`config.mk`:
```
export PLATFORM = sky130hd
export DESIGN_NAME = stump_alu_seq_flat
export DESIGN_NICKNAME = d
export VERILOG_FILES = /design/src/rtl/stump_alu_pkg.sv /design/src/rtl/stump_alu_seq_if.sv /design/src/rtl/stump_alu_seq_core.sv /design/src/rtl/stump_alu_seq.sv /design/src/flat_wrapper.sv
export SDC_FILE = /design/constraint.sdc
export NUM_CORES = 1
export LEC_CHECK = 0
export CORE_AREA = 3 3 97 109
export CTS_CLUSTER_DIAMETER = 200
export DETAILED_ROUTE_END_ITERATION = 8
export DIE_AREA = 0 0 100 112
export MAX_ROUTING_LAYER = met4
export PLACE_DENSITY = 0.87
export REMOVE_ABC_BUFFERS = 1
export SLEW_MARGIN = 20
export SYNTH_ARGS = -nofsm -noshare
export SYNTH_HDL_FRONTEND = slang
export SYNTH_SLANG_ARGS = --single-unit
```
`constraint.sdc`:
```
create_clock -name clk -period 10 [get_ports clk]
set_clock_uncertainty 0.2 [all_clocks]
set_input_delay 1.5 -clock clk [delete_from_list [all_inputs] [get_ports clk]]
set_output_delay 1.5 -clock clk [all_outputs]
set_load 0.01 [all_outputs]
```
`src/rtl/stump_alu_pkg.sv`:
```
// Shared encodings for the sequential Stump ALU: function codes, shift types,
// flag bit positions and FSM states.
package stump_alu_pkg;

    localparam int unsigned FUNC_W = 3;
    localparam int unsigned SHT_W  = 2;
    localparam int unsigned FLAG_W = 4;

    localparam int unsigned FLAG_N = 3;
    localparam int unsigned FLAG_Z = 2;
    localparam int unsigned FLAG_V = 1;
    localparam int unsigned FLAG_C = 0;

    typedef enum logic [FUNC_W-1:0] {
        FN_ADD  = 3'b000,
        FN_ADC  = 3'b001,
        FN_SUB  = 3'b010,
        FN_SBC  = 3'b011,
        FN_AND  = 3'b100,
        FN_OR   = 3'b101,
        FN_XOR  = 3'b110,
        FN_MOVB = 3'b111
    } func_e;

    typedef enum logic [SHT_W-1:0] {
        SH_NONE = 2'b00,
        SH_ASR  = 2'b01,
        SH_ROR  = 2'b10,
        SH_RRC  = 2'b11
    } shift_e;

    typedef enum logic [1:0] {
        ST_IDLE  = 2'b00,
        ST_SHIFT = 2'b01,
        ST_DONE  = 2'b10
    } state_e;

endpackage

```
`src/rtl/stump_alu_seq_if.sv`:
```
// Operation/result handshake bundle between the register-read stage, the ALU
// and write-back.
interface stump_alu_seq_if
    import stump_alu_pkg::*;
#(
    parameter int unsigned WIDTH   = 16,
    parameter int unsigned SHAMT_W = 4
);
    logic               in_valid;
    logic               in_ready;
    logic [WIDTH-1:0]   op_a;
    logic [WIDTH-1:0]   op_b;
    logic [FUNC_W-1:0]  func;
    logic [SHT_W-1:0]   shift_type;
    logic [SHAMT_W-1:0] shamt;
    logic               set_flags;
    logic               out_valid;
    logic               out_ready;
    logic [WIDTH-1:0]   result;
    logic [FLAG_W-1:0]  flags_out;
    logic               busy;

    modport master (
        output in_valid, op_a, op_b, func, shift_type, shamt, set_flags, out_ready,
        input  in_ready, out_valid, result, flags_out, busy
    );

    modport slave (
        input  in_valid, op_a, op_b, func, shift_type, shamt, set_flags, out_ready,
        output in_ready, out_valid, result, flags_out, busy
    );
endinterface

```
`src/rtl/stump_alu_seq_core.sv`:
```
// Combinational Stump ALU function block: arithmetic at WIDTH+1 bits, logic
// ops take their carry from the shifter (or the carry snapshot when unshifted).
module stump_alu_core
    import stump_alu_pkg::*;
#(
    parameter int unsigned WIDTH = 16
) (
    input  logic [WIDTH-1:0]  a_i,
    input  logic [WIDTH-1:0]  b_i,
    input  func_e             func_i,
    input  logic              carry_i,
    input  logic              shift_carry_i,
    input  logic              shifted_i,
    output logic [WIDTH-1:0]  result_o,
    output logic [FLAG_W-1:0] nzvc_o
);

    logic             arith;
    logic             cin;
    logic [WIDTH-1:0] b_eff;
    logic [WIDTH:0]   sum;

    always_comb begin
        arith = ~func_i[2];
        b_eff = func_i[1] ? ~b_i : b_i;
        // Odd codes chain the carry in; SUB forces the +1 of two's complement
        cin   = func_i[0] ? carry_i : func_i[1];
        sum   = {1'b0, a_i} + {1'b0, b_eff} + (WIDTH+1)'(cin);

        case (func_i)
            FN_AND:  result_o = a_i & b_i;
            FN_OR:   result_o = a_i | b_i;
            FN_XOR:  result_o = a_i ^ b_i;
            FN_MOVB: result_o = b_i;
            default: result_o = sum[WIDTH-1:0];
        endcase

        nzvc_o         = '0;
        nzvc_o[FLAG_N] = result_o[WIDTH-1];
        nzvc_o[FLAG_Z] = (result_o == '0);
        nzvc_o[FLAG_V] = arith & (a_i[WIDTH-1] == b_eff[WIDTH-1])
                               & (sum[WIDTH-1] != a_i[WIDTH-1]);
        nzvc_o[FLAG_C] = arith ? sum[WIDTH] : (shifted_i ? shift_carry_i : carry_i);
    end

endmodule

```
`src/rtl/stump_alu_seq.sv`:
```
// Sequential Stump ALU: valid/ready operation intake, bit-serial shift of
// operand A, registered result and an internal NZVC flag register.
module stump_alu_seq
    import stump_alu_pkg::*;
#(
    parameter int unsigned WIDTH   = 16,
    parameter int unsigned SHAMT_W = 4
) (
    input  logic            clk,
    input  logic            rst_n,
    stump_alu_seq_if.slave  bus
);

    state_e             state_q, state_d;
    logic [WIDTH-1:0]   a_q, a_d, b_q, b_d, result_q, result_d;
    func_e              func_q, func_d;
    shift_e             sht_q, sht_d;
    logic [SHAMT_W-1:0] cnt_q, cnt_d;
    logic               sf_q, sf_d, csnap_q, csnap_d, lc_q, lc_d;
    logic [FLAG_W-1:0]  flags_q, flags_d;

    logic               in_ready_c, accept, need_shift, in_shift, load, finish, commit_sf;
    logic [WIDTH-1:0]   step_a, core_a, core_b, core_result;
    logic               step_out;
    func_e              core_func;
    logic               core_carry;
    logic [FLAG_W-1:0]  core_nzvc;

    assign in_shift   = (state_q == ST_SHIFT);
    assign in_ready_c = (state_q == ST_IDLE) | ((state_q == ST_DONE) & bus.out_ready);
    assign accept     = bus.in_valid & in_ready_c;
    assign need_shift = (shift_e'(bus.shift_type) != SH_NONE) && (bus.shamt != '0);

    // One shift step of the held operand; the bit leaving A[0] is the shift carry
    always_comb begin
        step_out = a_q[0];
        case (sht_q)
            SH_ASR:  step_a = {a_q[WIDTH-1], a_q[WIDTH-1:1]};
            SH_ROR:  step_a = {a_q[0],       a_q[WIDTH-1:1]};
            SH_RRC:  step_a = {lc_q,         a_q[WIDTH-1:1]};
            default: step_a = a_q;
        endcase
    end

    // Unshifted ops compute straight from the bus on the accept edge
    assign core_a     = in_shift ? step_a  : bus.op_a;
    assign core_b     = in_shift ? b_q     : bus.op_b;
    assign core_func  = in_shift ? func_q  : func_e'(bus.func);
    assign core_carry = in_shift ? csnap_q : flags_q[FLAG_C];
    assign commit_sf  = in_shift ? sf_q    : bus.set_flags;

    stump_alu_core #(.WIDTH(WIDTH)) u_core (
        .a_i           (core_a),
        .b_i           (core_b),
        .func_i        (core_func),
        .carry_i       (core_carry),
        .shift_carry_i (step_out),
        .shifted_i     (in_shift),
        .result_o      (core_result),
        .nzvc_o        (core_nzvc)
    );

    always_comb begin
        state_d  = state_q;
        a_d      = a_q;
        b_d      = b_q;
        func_d   = func_q;
        sht_d    = sht_q;
        cnt_d    = cnt_q;
        sf_d     = sf_q;
        csnap_d  = csnap_q;
        lc_d     = lc_q;
        result_d = result_q;
        flags_d  = flags_q;
        load     = 1'b0;
        finish   = 1'b0;

        case (state_q)
            ST_IDLE: load = accept;
            ST_SHIFT: begin
                a_d   = step_a;
                lc_d  = step_out;
                cnt_d = cnt_q - SHAMT_W'(1);
                if (cnt_q == SHAMT_W'(1)) begin
                    finish  = 1'b1;
                    state_d = ST_DONE;
                end
            end
            ST_DONE: begin
                load = accept;
                if (!accept && bus.out_ready) state_d = ST_IDLE;
            end
            default: state_d = ST_IDLE;
        endcase

        if (load) begin
            a_d     = bus.op_a;
            b_d     = bus.op_b;
            func_d  = func_e'(bus.func);
            sht_d   = shift_e'(bus.shift_type);
            cnt_d   = bus.shamt;
            sf_d    = bus.set_flags;
            csnap_d = flags_q[FLAG_C];
            lc_d    = flags_q[FLAG_C];
            if (need_shift) begin
                state_d = ST_SHIFT;
            end else begin
                finish  = 1'b1;
                state_d = ST_DONE;
            end
        end

        if (finish) begin
            result_d = core_result;
            if (commit_sf) flags_d = core_nzvc;
        end
    end

    always_ff @(posedge clk or negedge rst_n) begin
        if (!rst_n) begin
            state_q  <= ST_IDLE;
            a_q      <= '0;
            b_q      <= '0;
            func_q   <= FN_ADD;
            sht_q    <= SH_NONE;
            cnt_q    <= '0;
            sf_q     <= 1'b0;
            csnap_q  <= 1'b0;
            lc_q     <= 1'b0;
            result_q <= '0;
            flags_q  <= '0;
        end else begin
            state_q  <= state_d;
            a_q      <= a_d;
            b_q      <= b_d;
            func_q   <= func_d;
            sht_q    <= sht_d;
            cnt_q    <= cnt_d;
            sf_q     <= sf_d;
            csnap_q  <= csnap_d;
            lc_q     <= lc_d;
            result_q <= result_d;
            flags_q  <= flags_d;
        end
    end

    assign bus.in_ready  = in_ready_c;
    assign bus.out_valid = (state_q == ST_DONE);
    assign bus.result    = result_q;
    assign bus.flags_out = flags_q;
    assign bus.busy      = in_shift;

endmodule

```
`src/flat_wrapper.sv`:
```
// flat-port wrapper written by rule: the top's interface ports become plain ports
module stump_alu_seq_flat import stump_alu_pkg::*;
#(
    parameter int unsigned WIDTH   = 16,
    parameter int unsigned SHAMT_W = 4
)
  (clk, rst_n, bus_in_valid, bus_op_a, bus_op_b, bus_func, bus_shift_type, bus_shamt, bus_set_flags, bus_out_ready, bus_in_ready, bus_out_valid, bus_result, bus_flags_out, bus_busy);
  stump_alu_seq_if #(.WIDTH(WIDTH), .SHAMT_W(SHAMT_W)) bus_i ();
  input  logic clk;
  input  logic rst_n;
  input wire logic [$bits(bus_i.in_valid)-1:0] bus_in_valid;
  input wire logic [$bits(bus_i.op_a)-1:0] bus_op_a;
  input wire logic [$bits(bus_i.op_b)-1:0] bus_op_b;
  input wire logic [$bits(bus_i.func)-1:0] bus_func;
  input wire logic [$bits(bus_i.shift_type)-1:0] bus_shift_type;
  input wire logic [$bits(bus_i.shamt)-1:0] bus_shamt;
  input wire logic [$bits(bus_i.set_flags)-1:0] bus_set_flags;
  input wire logic [$bits(bus_i.out_ready)-1:0] bus_out_ready;
  output wire logic [$bits(bus_i.in_ready)-1:0] bus_in_ready;
  output wire logic [$bits(bus_i.out_valid)-1:0] bus_out_valid;
  output wire logic [$bits(bus_i.result)-1:0] bus_result;
  output wire logic [$bits(bus_i.flags_out)-1:0] bus_flags_out;
  output wire logic [$bits(bus_i.busy)-1:0] bus_busy;
  assign bus_i.in_valid = bus_in_valid;
  assign bus_i.op_a = bus_op_a;
  assign bus_i.op_b = bus_op_b;
  assign bus_i.func = bus_func;
  assign bus_i.shift_type = bus_shift_type;
  assign bus_i.shamt = bus_shamt;
  assign bus_i.set_flags = bus_set_flags;
  assign bus_i.out_ready = bus_out_ready;
  assign bus_in_ready = bus_i.in_ready;
  assign bus_out_valid = bus_i.out_valid;
  assign bus_result = bus_i.result;
  assign bus_flags_out = bus_i.flags_out;
  assign bus_busy = bus_i.busy;
  stump_alu_seq #(.WIDTH(WIDTH), .SHAMT_W(SHAMT_W)) u_core (.clk(clk), .rst_n(rst_n), .bus(bus_i));
endmodule
```
**Run 1: PDN straps and rails**

Pins as bars on the die edge.
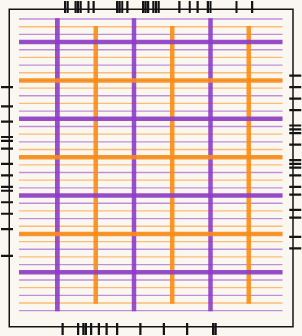
[purple] VSS
[orange] VDD
signal pins: 69
rows: 38
met5 straps: 7

**Run 1: placed cells, one colour a class**

Scale bar: 20 um.
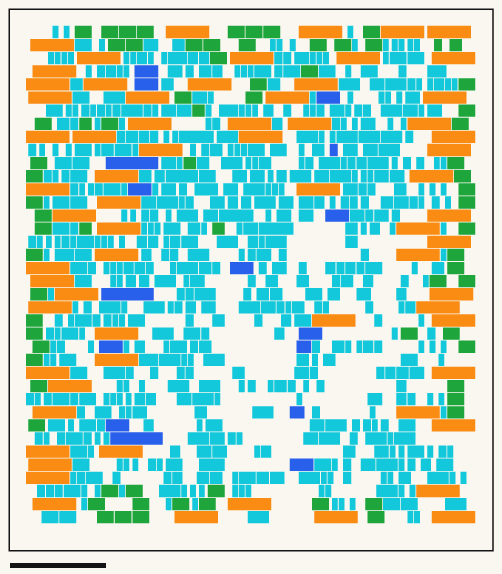
[cyan] remaining logic cells | cells: 611 | share of their area: 60%
[blue] clock drivers and dummy loads | cells: 16 | share of their area: 3.8%
[green] remaining buffers and delay cells | cells: 74 | share of their area: 11%
[orange] registers | cells: 66 | share of their area: 25%

**Run 1: clock network drawn from the DEF**

Scale bar: 20 um.
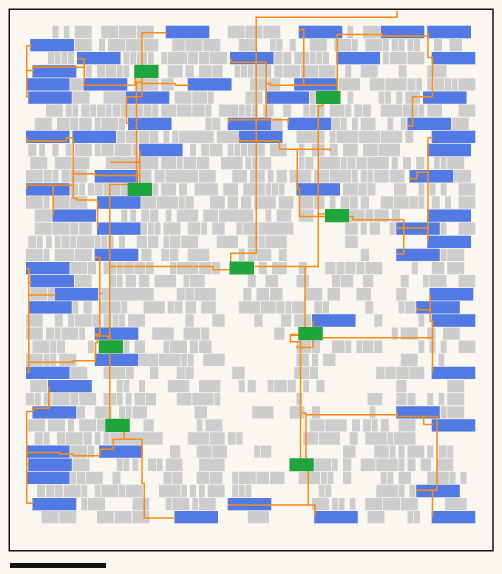
[orange] clock wires | length: 1010 um
[blue] flip-flops | count: 66
[green] clock-net drivers | count: 9
flops lie: all over the die
routed clock nets: 10

**Run 1: wiring by layer**

Two of the layers only.
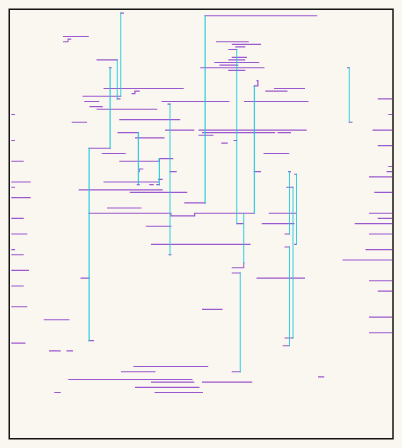
[cyan] M4 | wire length: 444 um
[purple] M3 | wire length: 803 um
Total Routed Length: 16310 um
total via count in the routed design: 5414
overall routing resource usage: 30.61%

==> metrics.json, run 1 <==
{
  "slowest_delay": {"value": 0.84, "unit": "ns"},
  "drt_drc_violations_left": {"value": 0},
  "cts_hold_repair.buffers": {"value": 0},
  "post_cts_resize_count": {"value": 0},
  "end_kind": {"value": "flop"},
  "synth-main-ff-cell": {"value": "dfrtp_1"},
  "worst_ep_required_time": {"value": 10.10, "unit": "ns"},
  "ios": {"value": 69},
  "antenna_violations_before_repair": {"value": 0},
  "port_buffers": {"value": 68},
  "min_period_over_period": {"value": 56.99, "unit": "%"},
  "timing.critical_path.slowest_stage_cell": {"value": "clkdlybuf4s50_1"},
  "tool_warnings": {"value": 42},
  "netlist_instances": {"value": 715},
  "number_of_buffers_added_by_the_clock_tree_synthesis_step": {"value": 9},
  "ant_diodes": {"value": 0},
  "clock-sinks": {"value": 66},
  "outcome": {"value": "finished, final reports clean"},
  "largest_net_degree_at_the_start_of_global_routing": {"value": 67},
  "startpoint_types": {"value": "input port"},
  "clkTransAtPathRegs": {"value": 0.08, "unit": "ns"},
  "first_global_vias": {"value": 5307},
  "detail_route.first_pass.iterations": {"value": 5},
  "crit_path_depth": {"value": 14},
  "yosysCellCount": {"value": 715},
  "synth_area": {"value": 5708, "unit": "sq um"},
  "routabilityCongestion": {"value": 0.9133},
  "util_after_layout": {"value": 69.07, "unit": "%"},
  "arrival": {"value": 5.80, "unit": "ns"},
  "setup_violations": {"value": 0},
  "critical_path_s_most_frequent_cell": {"value": "o21ai_0"},
  "final.hold.worst_slack": {"value": 0.2785, "unit": "ns"},
  "mostFrequentLayoutCell": {"value": "nand2_1"},
  "leading_cell_types_in_the_layout_fill_and_taps_excluded": {"value": "nand2_1 (145), clkdlybuf4s50_1 (67), dfrtp_1 (66)"},
  "worst_skew_pair.late_latency": {"value": 0.37, "unit": "ns"},
  "ys_seq_share": {"value": 28.93, "unit": "%"},
  "cts_tree": {"value": "done"},
  "placement.setup.worst_slack": {"value": 3.928, "unit": "ns"},
  "timing.critical_path.cells": {"value": "clkdlybuf4s50_1 > mux2_4 > nor2_1 > or3_1 > ha_1 > o21ai_0 > a21oi_1 > o21ai_0 > or4b_2 > o211ai_1 > or4b_1 > nor4_1 > nand4b_1 > o21ai_1"}
}
[run 1: logic make-up (layout without fill, tap and decap cells)]
family          Yosys count  count (layout)  share of synthesized area (%)
simple gates            256             256                          20.30
compound gates          182             182                          20.30
buf+inv                  84             136                          6.050
flops                    66              66                          28.93
fa+ha+maj                51              51                          11.44
mux                      51              51                          9.141
xor+xnor                 25              25                          3.836
[run 1: cells in the mapped netlist (all sizes together), types with 7 or more instances]
master / n / area share, %
nor2b: 9 / 0.99
nand3: 7 / 0.61
dfrtp: 66 / 29
a211oi: 9 / 1.2
nor3: 9 / 0.79
o211ai: 10 / 1.3
o21ai: 62 / 5.4
ha: 49 / 11
mux2i: 48 / 8.5
xnor2: 21 / 3.2
buf: 14 / 1.4
inv: 46 / 3.0
a31oi: 9 / 0.99
clkbuf: 24 / 1.6
nand2: 146 / 9.6
a21oi: 41 / 3.6
nand2b: 15 / 1.6
nor2: 44 / 2.9
[run 1: sequential cells by signal, indices dropped and copies added, names as in the netlist, 2 cells and up]
name / cells
u_core.sht_q: 2
u_core.bus.result: 16
u_core.cnt_q: 4
u_core.state_q: 2
u_core.func_q: 3
u_core.bus.flags_out: 4
u_core.b_q: 16
u_core.a_q: 16
[run 1: layout make-up]
cell class,count,area [sq um]
inverters,46,172.7
multi-input cells,565,3721
fillers,770,2985
flip-flops and latches,66,1652
well taps,120,150.1
clock buffers,10,137.6
repair buffers,74,720.7
clock inverters,6,112.6
[run 1: worst reg2reg max path, cell delays in order (launching register included)]
cell and delay (ns):
dfrtp_1 0.50, nand2b_2 0.25, inv_2 0.58, o21ai_1 0.40, a31o_2 0.31, fa_1 0.41, fa_1 0.41, nor2b_1 0.17
o31ai_1 0.16, a211oi_1 0.45, mux2i_1 0.15, o31ai_1 0.34, nand2_1 0.09, nor4_1 0.35, nand4b_1 0.14, o21ai_1 0.13
[run 1: stage by stage]
step | cell area [sq um] | instances
finish | 6666 | 887
global route | 6666 | 887
CTS | 6664 | 887
detailed placement | 6414 | 871
global placement | 6414 | 871
floorplan | 5535 | 677
[run 1: how the worst min path moves through the flow]
stage                               from              endpoint  slack, ns  cells after the start
global route        u_core.bus.result[6]  u_core.bus.result[6]       0.31                      2
floorplan                    u_core.lc_q           u_core.lc_q       0.24                      2
global placement             u_core.lc_q           u_core.lc_q       0.25                      2
CTS                 u_core.bus.result[6]  u_core.bus.result[6]       0.28                      2
detailed placement        u_core.csnap_q        u_core.csnap_q       0.26                      2
finish              u_core.bus.result[6]  u_core.bus.result[6]       0.28                      2
[run 1: metal layers]
metal | track usage (%) | part of all wire [%] | up-vias
met5 | - | 0 | -
li1 | - | - | 2590
met4 | 12.31 | 2.7 | 0
met2 | 48.95 | 49 | 192
met3 | 2.945 | 4.9 | 39
met1 | 39.84 | 43 | 2593
**Run 1: clock routing**

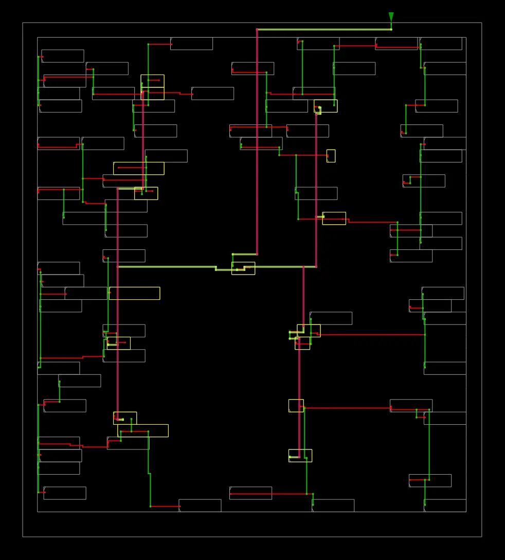

==> run 1 -> run 2 <==
--- a/config.mk
+++ b/config.mk
@@ -5,12 +5,12 @@
 export SDC_FILE = /design/constraint.sdc
 export NUM_CORES = 1
 export LEC_CHECK = 0
-export CORE_AREA = 3 3 97 109
+export CORE_AREA = 3 3 104 116
 export CTS_CLUSTER_DIAMETER = 200
 export DETAILED_ROUTE_END_ITERATION = 8
-export DIE_AREA = 0 0 100 112
+export DIE_AREA = 0 0 107 119
 export MAX_ROUTING_LAYER = met4
-export PLACE_DENSITY = 0.87
+export PLACE_DENSITY = 0.8
 export REMOVE_ABC_BUFFERS = 1
 export SLEW_MARGIN = 20
 export SYNTH_ARGS = -nofsm -noshare
==> constraint.sdc (replaced) <==
create_clock -name clk -period 4.78 [get_ports clk]
set_clock_uncertainty 0.2 [all_clocks]
set_input_delay 0.717 -clock clk [delete_from_list [all_inputs] [get_ports clk]]
set_output_delay 0.717 -clock clk [all_outputs]
set_load 0.01 [all_outputs]
**Run 2: clock routing**

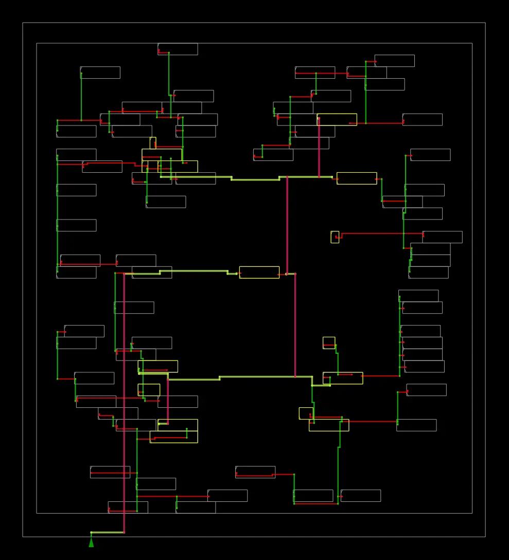
number of buffers added by the clock tree synthesis step: 9
CLK BUF: 12
number of sequential storage elements: 66

**Run 2: PDN straps and rails**

Pins as bars on the die edge.
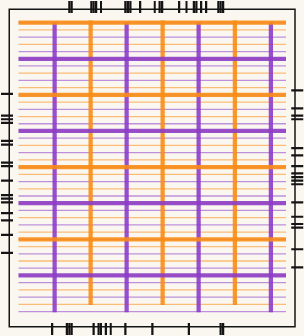
area of the placeable core: 10960 sq um
overall die width: 107 um

==> metrics.json, run 2 <==
{
  "outcome": {"value": "finished, final reports clean"},
  "postLayoutCellArea": {"value": 6927, "unit": "sq um"},
  "routabilityCongestion": {"value": 1.020},
  "ys_seq_share": {"value": 28.93, "unit": "%"},
  "cts_tree": {"value": "done"},
  "synth_top_cell_by_area": {"value": "dfrtp_1"},
  "cts_hold_repair.buffers": {"value": 0},
  "util_after_layout": {"value": 63.20, "unit": "%"},
  "yosysCellCount": {"value": 715},
  "yosys.cell_count.top_type": {"value": "nand2_1"},
  "timing.critical_path.cells": {"value": "clkdlybuf4s50_1 > buf_4 > xnor2_1 > o21ai_0 > ha_1 > o21ai_0 > a21oi_1 > o21ai_0 > or4b_2 > o211ai_1 > or4b_1 > nor4_1 > nand4b_1 > o21ai_1"},
  "end_kind": {"value": "flop"},
  "grt_use_total": {"value": 26.13, "unit": "%"},
  "post_cts_resize_count": {"value": 0},
  "largest_net_degree_at_the_start_of_global_routing": {"value": 67},
  "timing.critical_path.slowest_stage_cell": {"value": "clkdlybuf4s50_1"},
  "netlist_instances": {"value": 715},
  "route.vias.total": {"value": 5528},
  "top_cells_by_area": {"value": "dfrtp_1 (29%), ha_1 (11%), nand2_1 (9.6%)"},
  "tool_warnings": {"value": 42},
  "ios": {"value": 69},
  "hold-path-cell-count": {"value": 2},
  "synth_area": {"value": 5708, "unit": "sq um"},
  "first_global_vias": {"value": 5360},
  "worst_skew_pair.late_latency": {"value": 0.33, "unit": "ns"},
  "detail_route.first_pass.iterations": {"value": 6},
  "clock-sinks": {"value": 66},
  "synthTopCellsByCount": {"value": "nand2_1 (146), dfrtp_1 (66), o21ai_0 (58)"},
  "port_buffers": {"value": 68},
  "startpoint_types": {"value": "input port"},
  "critical_path_s_most_frequent_cell": {"value": "o21ai_0"},
  "arrival": {"value": 4.58, "unit": "ns"},
  "ant_diodes": {"value": 0},
  "leading_cell_types_in_the_layout_fill_and_taps_excluded": {"value": "nand2_1 (146), clkdlybuf4s50_1 (67), dfrtp_1 (66)"},
  "mostFrequentLayoutCell": {"value": "nand2_1"},
  "crit_path_depth": {"value": 14},
  "clkTransAtPathRegs": {"value": 0.05, "unit": "ns"},
  "top_area_share": {"value": 28.93, "unit": "%"},
  "synth-main-ff-cell": {"value": "dfrtp_1"}
}
## run 2: cell counts after synthesis
No cell type changed its count.
## run 2: logic make-up (layout without fill, tap and decap cells)
group,Yosys count,count (layout),share of synthesized area (%)
adders and majority gates,51,51,11.44
buffers and inverters,84,160,6.050
muxes,51,51,9.141
AOI/OAI and AO/OA,182,182,20.30
and+or+nand+nor,256,256,20.30
DFF,66,66,28.93
xor gates and xnor gates,25,25,3.836
## run 2: worst min path at each step
| stage | start | end | slack, ns |
|---|---|---|---|
| after global placement | u_core.lc_q | u_core.lc_q | 0.25 |
| final | u_core.bus.result[14] | u_core.bus.result[14] | 0.27 |
| after global routing | u_core.csnap_q | u_core.csnap_q | 0.29 |
| after floorplan | rst_n | u_core.a_q[0] | 0.22 |
| after detailed placement | u_core.bus.result[14] | u_core.bus.result[14] | 0.26 |
| after CTS | u_core.bus.result[14] | u_core.bus.result[14] | 0.27 |
## run 2: through the flow
step	std cells
floorplan	677
detailed placement	922
CTS	938
global route	938
global placement	922
finish	938
## run 2: worst reg2reg max path: stages (launching register included)
cell	delay (ns)
dfrtp_1	0.43
nor2_1	0.19
buf_4	0.30
mux2i_1	0.10
o21ai_0	0.41
ha_1	0.37
o21ai_0	0.21
a21oi_1	0.08
o21ai_0	0.26
or4b_2	0.61
o211ai_1	0.12
or4b_1	0.47
nor4_1	0.31
nand4b_1	0.15
o21ai_1	0.14
## run 2: final cells by class
type	instances	area [sq um]
sequential	66	1652
fill	903	4034
clock buffer	12	246.5
tap	147	183.9
timing repair buffer	98	900.9
clock inverter	4	51.30
inverter	46	172.7
multi-input combinational	565	3720
## run 2: routing by layer
metal  GRT usage, %  wire, um  up-vias
li1               -         -     2642
met1          33.00      6699     2631
met2          42.68      7824      217
met3          3.686       905       38
met4          9.672       381        0
met5              -         0        -
**Run 2: clock network drawn from the DEF**

Scale bar: 20 um.
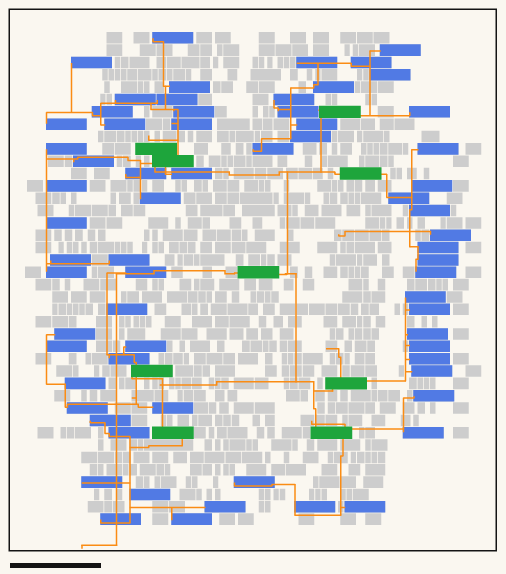

==> run 2 -> run 3 <==
--- a/config.mk
+++ b/config.mk
@@ -5,12 +5,13 @@
 export SDC_FILE = /design/constraint.sdc
 export NUM_CORES = 1
 export LEC_CHECK = 0
-export CORE_AREA = 3 3 104 116
+export CORE_AREA = 3 3 98 110
 export CTS_CLUSTER_DIAMETER = 200
 export DETAILED_ROUTE_END_ITERATION = 8
-export DIE_AREA = 0 0 107 119
+export DIE_AREA = 0 0 101 113
+export DONT_BUFFER_PORTS = 1
 export MAX_ROUTING_LAYER = met4
-export PLACE_DENSITY = 0.8
+export PLACE_DENSITY = 0.79
 export REMOVE_ABC_BUFFERS = 1
 export SLEW_MARGIN = 20
 export SYNTH_ARGS = -nofsm -noshare
**Run 3: clock network drawn from the DEF**

Scale bar: 20 um.
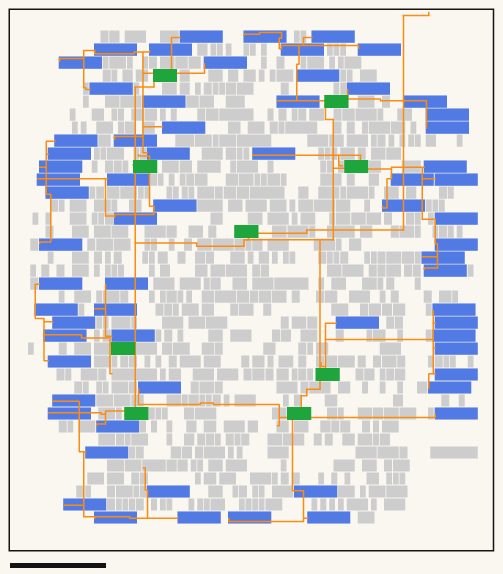
insertion delay of the later-clocked pin in the worst-skew pair: 0.36 ns

==> metrics.json, run 3 <==
{
  "mostFrequentLayoutCell": {"value": "nand2_1"},
  "synth_top_cell_by_area": {"value": "dfrtp_1"},
  "top_cells_by_area": {"value": "dfrtp_1 (29%), ha_1 (11%), nand2_1 (9.6%)"},
  "postLayoutCellArea": {"value": 6030, "unit": "sq um"},
  "fp.dieW": {"value": 101, "unit": "um"},
  "antenna_violations_before_repair": {"value": 0},
  "critical_path_s_most_frequent_cell": {"value": "fa_1"},
  "logic_family": {"value": "AND-OR/OR-AND gates"},
  "fillcell_total": {"value": 873},
  "clock-sinks": {"value": 66},
  "min_period_over_period": {"value": 92.45, "unit": "%"},
  "first_global_vias": {"value": 4953},
  "synth_area": {"value": 5708, "unit": "sq um"},
  "ys_sh_aoi": {"value": 20.30, "unit": "%"},
  "arrival": {"value": 4.50, "unit": "ns"},
  "port_buffers": {"value": 0},
  "outcome": {"value": "finished, final reports clean"},
  "slowest_delay": {"value": 0.57, "unit": "ns"},
  "netlist_instances": {"value": 715},
  "crit_path_depth": {"value": 16},
  "yosys.cell_count.top_type": {"value": "nand2_1"},
  "top_area_share": {"value": 28.93, "unit": "%"},
  "routabilityCongestion": {"value": 0.9702},
  "setup_violations": {"value": 0}
}
**Run 3: wiring by layer**

Two of the layers only.
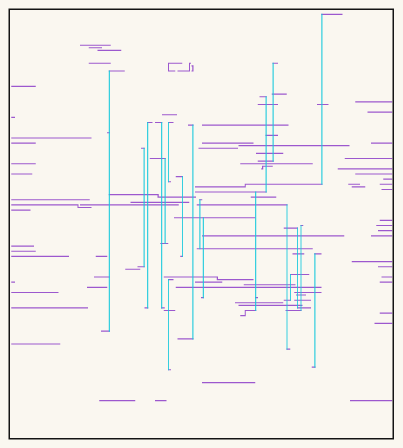
routed len/inst: 18.59 um
total via count in the routed design: 5112
Total Routed Length: 15380 um
overall routing resource usage: 28.30%

## run 3: cell counts after synthesis
No cell type changed its count.
## run 3: timing repair
action                                  in CTS  in global routing
hold endpoints to repair                    66                  0
endpoints found under the setup margin       0                  1
gates resized                                0                  4
hold buffers                                 1                  0
## run 3: worst min path at each step
stage | from | end | depth (start not counted) | slack [ns]
finish | rst_n | u_core.bus.result[10] | 1 | 0.003
detailed placement | rst_n | u_core.bus.result[10] | 0 | 0.22
floorplan | rst_n | u_core.a_q[0] | 0 | 0.22
global placement | rst_n | u_core.bus.result[10] | 0 | 0.22
global route | rst_n | u_core.bus.result[10] | 1 | 0.04
CTS | rst_n | u_core.bus.result[10] | 1 | 0.03
## run 3: per-stage QoR
stage | setup slack (ns) | std cells
final | 0.3610 | 827
after global routing | 0.1063 | 827
after CTS | 0.2113 | 827
after detailed placement | 0.2220 | 811
after global placement | 0.4586 | 811
after floorplan | -0.8089 | 677
## run 3: worst register-to-register path, cell delays in order (launching register included)
cell	delay, ns
dfrtp_1	0.37
nand2b_2	0.32
inv_2	0.16
buf_12	0.23
nand2_1	0.10
a31o_2	0.25
fa_1	0.41
fa_1	0.43
nor2b_1	0.19
o31ai_2	0.12
a21oi_1	0.18
xnor2_1	0.14
a22oi_1	0.14
or4b_1	0.58
nor4_2	0.27
nand4b_1	0.12
o21ai_1	0.14
## run 3: cell type report
type / instances / area share, %
clock inverters: 2 / 0.2075
inverters: 46 / 2.864
well taps: 120 / 2.490
multi-input cells: 565 / 62.00
flip-flops and latches: 66 / 27.39
clock buffers: 13 / 2.635
repair buffers: 15 / 2.407
## run 3: cells by family after synthesis
kind of cell             after synthesis
flip-flops                            66
AND-OR/OR-AND                        182
buffers and inverters                 84
AND/OR/NAND/NOR                      256
multiplexers                          51
XOR/XNOR                              25
adder cells (fa/ha/maj)               51
## run 3: per-layer routing
| metal | global-route usage [%] | vias up |
|---|---|---|
| met5 | - | - |
| met4 | 13.92 | 0 |
| met3 | 4.809 | 45 |
| met2 | 42.12 | 178 |
| met1 | 37.21 | 2425 |
| li1 | - | 2464 |
